floorplan.png
The bar under the picture is 20 um long. Pins as bars on the die edge. Tap cells in grey.
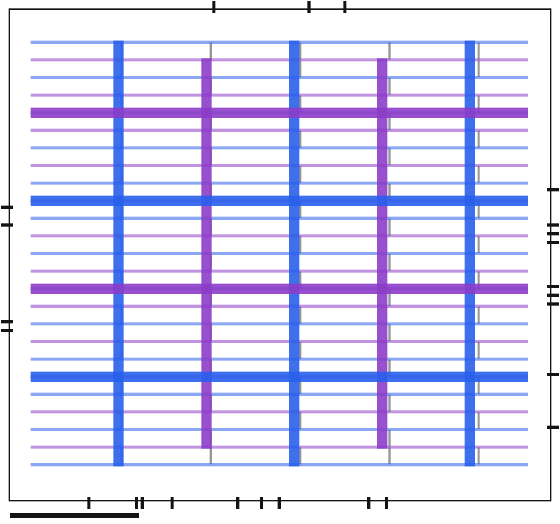
class_map.png
The bar under the picture is 20 um long.
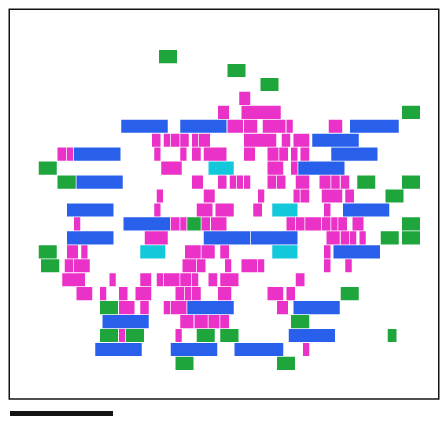
clock_wires.png
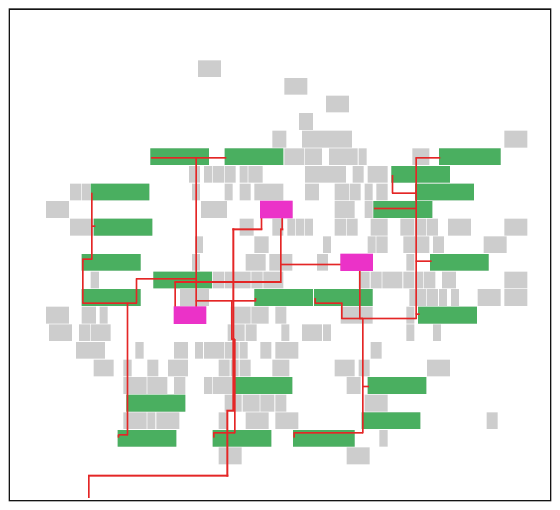
### src/rtl/hvsync_generator.sv
// VGA raster timing generator: horizontal/vertical beam counters with registered sync outputs
// and a combinational active-video decode. Default parameters give 640x480 at 60 Hz.
module hvsync_generator #(
    parameter int unsigned H_DISPLAY   = 640,
    parameter int unsigned H_FRONT     = 16,
    parameter int unsigned H_SYNC      = 96,
    parameter int unsigned H_BACK      = 48,
    parameter int unsigned V_DISPLAY   = 480,
    parameter int unsigned V_BOTTOM    = 10,
    parameter int unsigned V_SYNC      = 2,
    parameter int unsigned V_TOP       = 33,
    parameter bit          SYNC_ACTIVE = 1'b0
) (
    input  logic       clk,
    input  logic       rst_n,
    output logic       hsync,
    output logic       vsync,
    output logic       display_on,
    output logic [9:0] hpos,
    output logic [9:0] vpos
);

    localparam int unsigned H_TOTAL = H_DISPLAY + H_FRONT + H_SYNC + H_BACK;
    localparam int unsigned V_TOTAL = V_DISPLAY + V_BOTTOM + V_SYNC + V_TOP;

    localparam logic [9:0] H_LAST       = 10'(H_TOTAL - 1);
    localparam logic [9:0] V_LAST       = 10'(V_TOTAL - 1);
    localparam logic [9:0] H_ACTIVE     = 10'(H_DISPLAY);
    localparam logic [9:0] V_ACTIVE     = 10'(V_DISPLAY);
    localparam logic [9:0] H_SYNC_FIRST = 10'(H_DISPLAY + H_FRONT);
    localparam logic [9:0] H_SYNC_LAST  = 10'(H_DISPLAY + H_FRONT + H_SYNC - 1);
    localparam logic [9:0] V_SYNC_FIRST = 10'(V_DISPLAY + V_BOTTOM);
    localparam logic [9:0] V_SYNC_LAST  = 10'(V_DISPLAY + V_BOTTOM + V_SYNC - 1);

    logic [9:0] r_hpos;
    logic [9:0] r_vpos;
    logic       r_hsync;
    logic       r_vsync;

    logic [9:0] w_hpos_next;
    logic [9:0] w_vpos_next;
    logic       w_h_wrap;
    logic       w_hsync_next;
    logic       w_vsync_next;

    // '>=' rather than '==' so an out-of-range count still wraps at the next wrap point.
    always_comb begin
        w_h_wrap    = (r_hpos >= H_LAST);
        w_hpos_next = r_hpos + 10'd1;
        w_vpos_next = r_vpos;
        if (w_h_wrap) begin
            w_hpos_next = '0;
            if (r_vpos >= V_LAST) begin
                w_vpos_next = '0;
            end else begin
                w_vpos_next = r_vpos + 10'd1;
            end
        end
    end

    // Syncs decode the next counter values so the flopped result aligns with hpos/vpos.
    always_comb begin
        w_hsync_next = ~SYNC_ACTIVE;
        w_vsync_next = ~SYNC_ACTIVE;
        if ((w_hpos_next >= H_SYNC_FIRST) && (w_hpos_next <= H_SYNC_LAST)) begin
            w_hsync_next = SYNC_ACTIVE;
        end
        if ((w_vpos_next >= V_SYNC_FIRST) && (w_vpos_next <= V_SYNC_LAST)) begin
            w_vsync_next = SYNC_ACTIVE;
        end
    end

    always_ff @(posedge clk or negedge rst_n) begin
        if (!rst_n) begin
            r_hpos  <= '0;
            r_vpos  <= '0;
            r_hsync <= ~SYNC_ACTIVE;
            r_vsync <= ~SYNC_ACTIVE;
        end else begin
            r_hpos  <= w_hpos_next;
            r_vpos  <= w_vpos_next;
            r_hsync <= w_hsync_next;
            r_vsync <= w_vsync_next;
        end
    end

    assign hpos       = r_hpos;
    assign vpos       = r_vpos;
    assign hsync      = r_hsync;
    assign vsync      = r_vsync;
    assign display_on = (r_hpos < H_ACTIVE) && (r_vpos < V_ACTIVE);

endmodule

### config.mk
export PLATFORM = sky130hd
export DESIGN_NAME = hvsync_generator
export DESIGN_NICKNAME = d
export VERILOG_FILES = /design/src/rtl/hvsync_generator.sv
export SDC_FILE = /design/constraint.sdc
export NUM_CORES = 1
export LEC_CHECK = 0
export CORE_ASPECT_RATIO = 0.9
export CORE_MARGIN = 3
export CORE_UTILIZATION = 24
export DETAILED_ROUTE_END_ITERATION = 6
export PLACE_DENSITY = 0.5
export SLEW_MARGIN = 20
export SYNTH_ARGS = -nofsm -noshare
export SYNTH_HDL_FRONTEND = slang
export SYNTH_SLANG_ARGS = --single-unit
### constraint.sdc
create_clock -name clk -period 4.67 [get_ports clk]
set_input_delay 0.934 -clock clk [delete_from_list [all_inputs] [get_ports clk]]
set_output_delay 0.934 -clock clk [all_outputs]
set_load 0.005 [all_outputs]
==> report_table.html <==
<h3>Flow metrics</h3>
<table>
<tr><th>Metric</th><th>Value</th></tr>
<tr><th colspan="2">Worst setup path</th></tr>
<tr><td>Register-to-register setup slack</td><td>2180 ps</td></tr>
<tr><td>Required @ worst endpoint</td><td>about 3700 ps</td></tr>
<tr><td>Highest net fanout along the worst path</td><td>7</td></tr>
<tr><td>Crit Path Class</td><td>flop to output pin</td></tr>
<tr><td>Capture point of the worst reg-to-reg path</td><td>vsync$_DFF_PN1_</td></tr>
<tr><td>Startpoint of the most critical register-to-register path</td><td>hpos[0]$_DFF_PN0_</td></tr>
<tr><td>Stages on the worst setup path</td><td>4</td></tr>
<tr><td>Nature of the critical path startpoint</td><td>flop</td></tr>
<tr><td>Worst-path cell with the longest stage delay</td><td>clkdlybuf4s50_1</td></tr>
<tr><td>Worst setup startpoint</td><td>hpos[7]$_DFF_PN0_</td></tr>
<tr><th colspan="2">Timing</th></tr>
<tr><td>Final worst hold slack</td><td>523.2 ps</td></tr>
<tr><td>Worst setup skew after layout</td><td>2.961 ps</td></tr>
<tr><td>Number of endpoints with negative hold slack in the final report</td><td>0</td></tr>
<tr><td>Remaining max-slew budget at the tightest pin</td><td>a little under two fifths</td></tr>
<tr><td>Slew at the pin closest to its max-slew limit</td><td>about 900 ps</td></tr>
<tr><td>Max-slew violation count</td><td>0</td></tr>
<tr><td>Upper clock frequency limit</td><td>0.3942 GHz</td></tr>
<tr><td>Endpoints failing setup</td><td>0</td></tr>
<tr><td>Fin crit share</td><td>between 50% and 60%</td></tr>
<tr><th colspan="2">Logic synthesis</th></tr>
<tr><td>Proportion of synthesized chip area in sequential cells</td><td>42.66%</td></tr>
<tr><td>Cell count in the Yosys report</td><td>roughly 150</td></tr>
<tr><td>Synth cell count leaders</td><td>dfrtp_1 (20), nand2_1 (17), o21ai_0 (13)</td></tr>
<tr><td>Count of cell types in the netlist</td><td>41</td></tr>
<tr><td>Yosys warnings</td><td>0</td></tr>
<tr><td>Primary flip-flop cell chosen by synthesis mapping</td><td>dfrtp_1</td></tr>
<tr><td>Synthesized chip area reported by yosys</td><td>roughly 0.0013 sq mm</td></tr>
<tr><td>Mean area per synthesized cell</td><td>8.940 sq um</td></tr>
<tr><td>Post-Synthesis Cell Area</td><td>0.001296 sq mm</td></tr>
<tr><td>Post-synth regs</td><td>22</td></tr>
<tr><td>Async set or reset register ratio after synthesis</td><td>100.0%</td></tr>
<tr><td>Number of nets produced by synthesis</td><td>150</td></tr>
<tr><td>Yosys aoi share</td><td>23.55%</td></tr>
<tr><td>Adder-cell area share of the yosys netlist</td><td>2.896%</td></tr>
<tr><td>Top-count cell post-synth</td><td>dfrtp_1</td></tr>
<tr><td>Top-area cell share</td><td>38.61%</td></tr>
<tr><td>Library cell occupying the most area in the post-synthesis netlist</td><td>dfrtp_1</td></tr>
<tr><td>Dominant combinational cell family by area after synthesis</td><td>AND-OR/OR-AND gates</td></tr>
<tr><td>Flip-flops with a built-in enable</td><td>0</td></tr>
<tr><th colspan="2">Detailed routing</th></tr>
<tr><td>Highest signal layer in the routed design</td><td>met4</td></tr>
<tr><td>Count of antenna-violating nets left after detailed routing</td><td>0</td></tr>
<tr><td>Number of DRC violations after detailed-routing iteration 0</td><td>71</td></tr>
<tr><td>Residual DRC count</td><td>0</td></tr>
<tr><td>Via count</td><td>roughly 1,200</td></tr>
<tr><td>Detailed-routed wire length on met3</td><td>177 um</td></tr>
<tr><td>Routed WL</td><td>3299 um</td></tr>
<tr><td>Post-DR wirelength/cell</td><td>14.10 um</td></tr>
<tr><th colspan="2">Cells and area</th></tr>
<tr><td>Summed area of non-filler cells in the final layout</td><td>0.001655 sq mm</td></tr>
<tr><td>Number of non-clock inverters</td><td>8</td></tr>
<tr><td>Number of clock buffer instances in the layout</td><td>4</td></tr>
<tr><td>Footprint of the multi-input gates</td><td>slightly below 700 sq um</td></tr>
<tr><td>Fin cells</td><td>234</td></tr>
<tr><td>Flop Count</td><td>22</td></tr>
<tr><td>Most numerous logic cell after layout</td><td>clkdlybuf4s50_1</td></tr>
<tr><td>Post-layout utilization of the core</td><td>33.01%</td></tr>
<tr><td>Count of plain and timing-repair buffers</td><td>25</td></tr>
<tr><td>FF/Latch Area</td><td>about 550 sq um</td></tr>
<tr><td>Leading cell kind</td><td>combinational gates</td></tr>
<tr><th colspan="2">Power</th></tr>
<tr><td>Top power consumer group</td><td>registers</td></tr>
<tr><td>Part of the total power dissipated in the clock network</td><td>42.1%</td></tr>
<tr><td>Switching power summed over all nets</td><td>0.00006958 W</td></tr>
<tr><td>Power density cells</td><td>202.7 mW/mm^2</td></tr>
<tr><td>Fraction of power consumed by combinational cells</td><td>under 10%</td></tr>
<tr><th colspan="2">Min path</th></tr>
<tr><td>Hold path start</td><td>hpos[0]$_DFF_PN0_</td></tr>
<tr><td>Worst min path class</td><td>flop to flop</td></tr>
<tr><td>Hold path depth</td><td>1</td></tr>
<tr><th colspan="2">Clock network</th></tr>
<tr><td>H-tree levels</td><td>1</td></tr>
<tr><td>Count of hold buffers inserted by post-cts repair</td><td>0</td></tr>
<tr><td>Clock transition at the registers of the reported paths</td><td>80 ps</td></tr>
<tr><td>Worst-skew pair later-pin latency</td><td>270 ps</td></tr>
<tr><td>Number of buffers on the longest clock path</td><td>2</td></tr>
<tr><td>Number of post-CTS setup repair buffers</td><td>0</td></tr>
<tr><td>Number of gates resized after cts</td><td>0</td></tr>
<tr><td>Cell at the root of the clock tree</td><td>clkbuf_8</td></tr>
<tr><th colspan="2">Placed design</th></tr>
<tr><td>Number of placed instances with taps included</td><td>230</td></tr>
<tr><td>DP Wirelength</td><td>about 2400 um</td></tr>
<tr><td>Final GP Congestion</td><td>about 0.8</td></tr>
<tr><td>Quantity of I/O buffers inserted on ports</td><td>24</td></tr>
<tr><th colspan="2">Floorplanning</th></tr>
<tr><td>Share of the core filled by cells before placement</td><td>25.85%</td></tr>
<tr><td>I/O Pins</td><td>25</td></tr>
<tr><td>Vert. Die Dim</td><td>75.72 um</td></tr>
<tr><td>Chip area</td><td>0.006320 sq mm</td></tr>
<tr><th colspan="2">Status</th></tr>
<tr><td>Run status</td><td>finished clean</td></tr>
<tr><th colspan="2">GRT</th></tr>
<tr><td>GRT overflow</td><td>0</td></tr>
<tr><td>Largest net degree at the start of global routing</td><td>23</td></tr>
<tr><td>Busiest grt layer</td><td>met2</td></tr>
<tr><td>Global-route met3 utilization</td><td>3.027%</td></tr>
<tr><td>GRT met1 Usage</td><td>15.57%</td></tr>
<tr><td>Total global-route track usage</td><td>11.38%</td></tr>
<tr><th colspan="2">Job</th></tr>
<tr><td>Tool Warnings</td><td>28</td></tr>
</table>
Notes on floorplan.png above:
[VSS] blue
[VDD] purple
met5 straps: 4
rows: 24
signal pins: 25
tap cells: 65
met4 straps: 5

Notes on class_map.png above:
[remaining logic cells] magenta | cells: 118 | share of their area: 46%
[remaining buffers and delay cells] green | cells: 25 | share of their area: 15%
[registers] blue | cells: 22 | share of their area: 35%
[clock drivers and dummy loads] cyan | cells: 4 | share of their area: 3.5%

Notes on clock_wires.png above:
[flip-flops] green | count: 22
[clock-net drivers] magenta | count: 3
[clock wires] red | length: 350 um
routed clock nets: 4

No activity file was given, so power comes from the tool's default toggle rates.
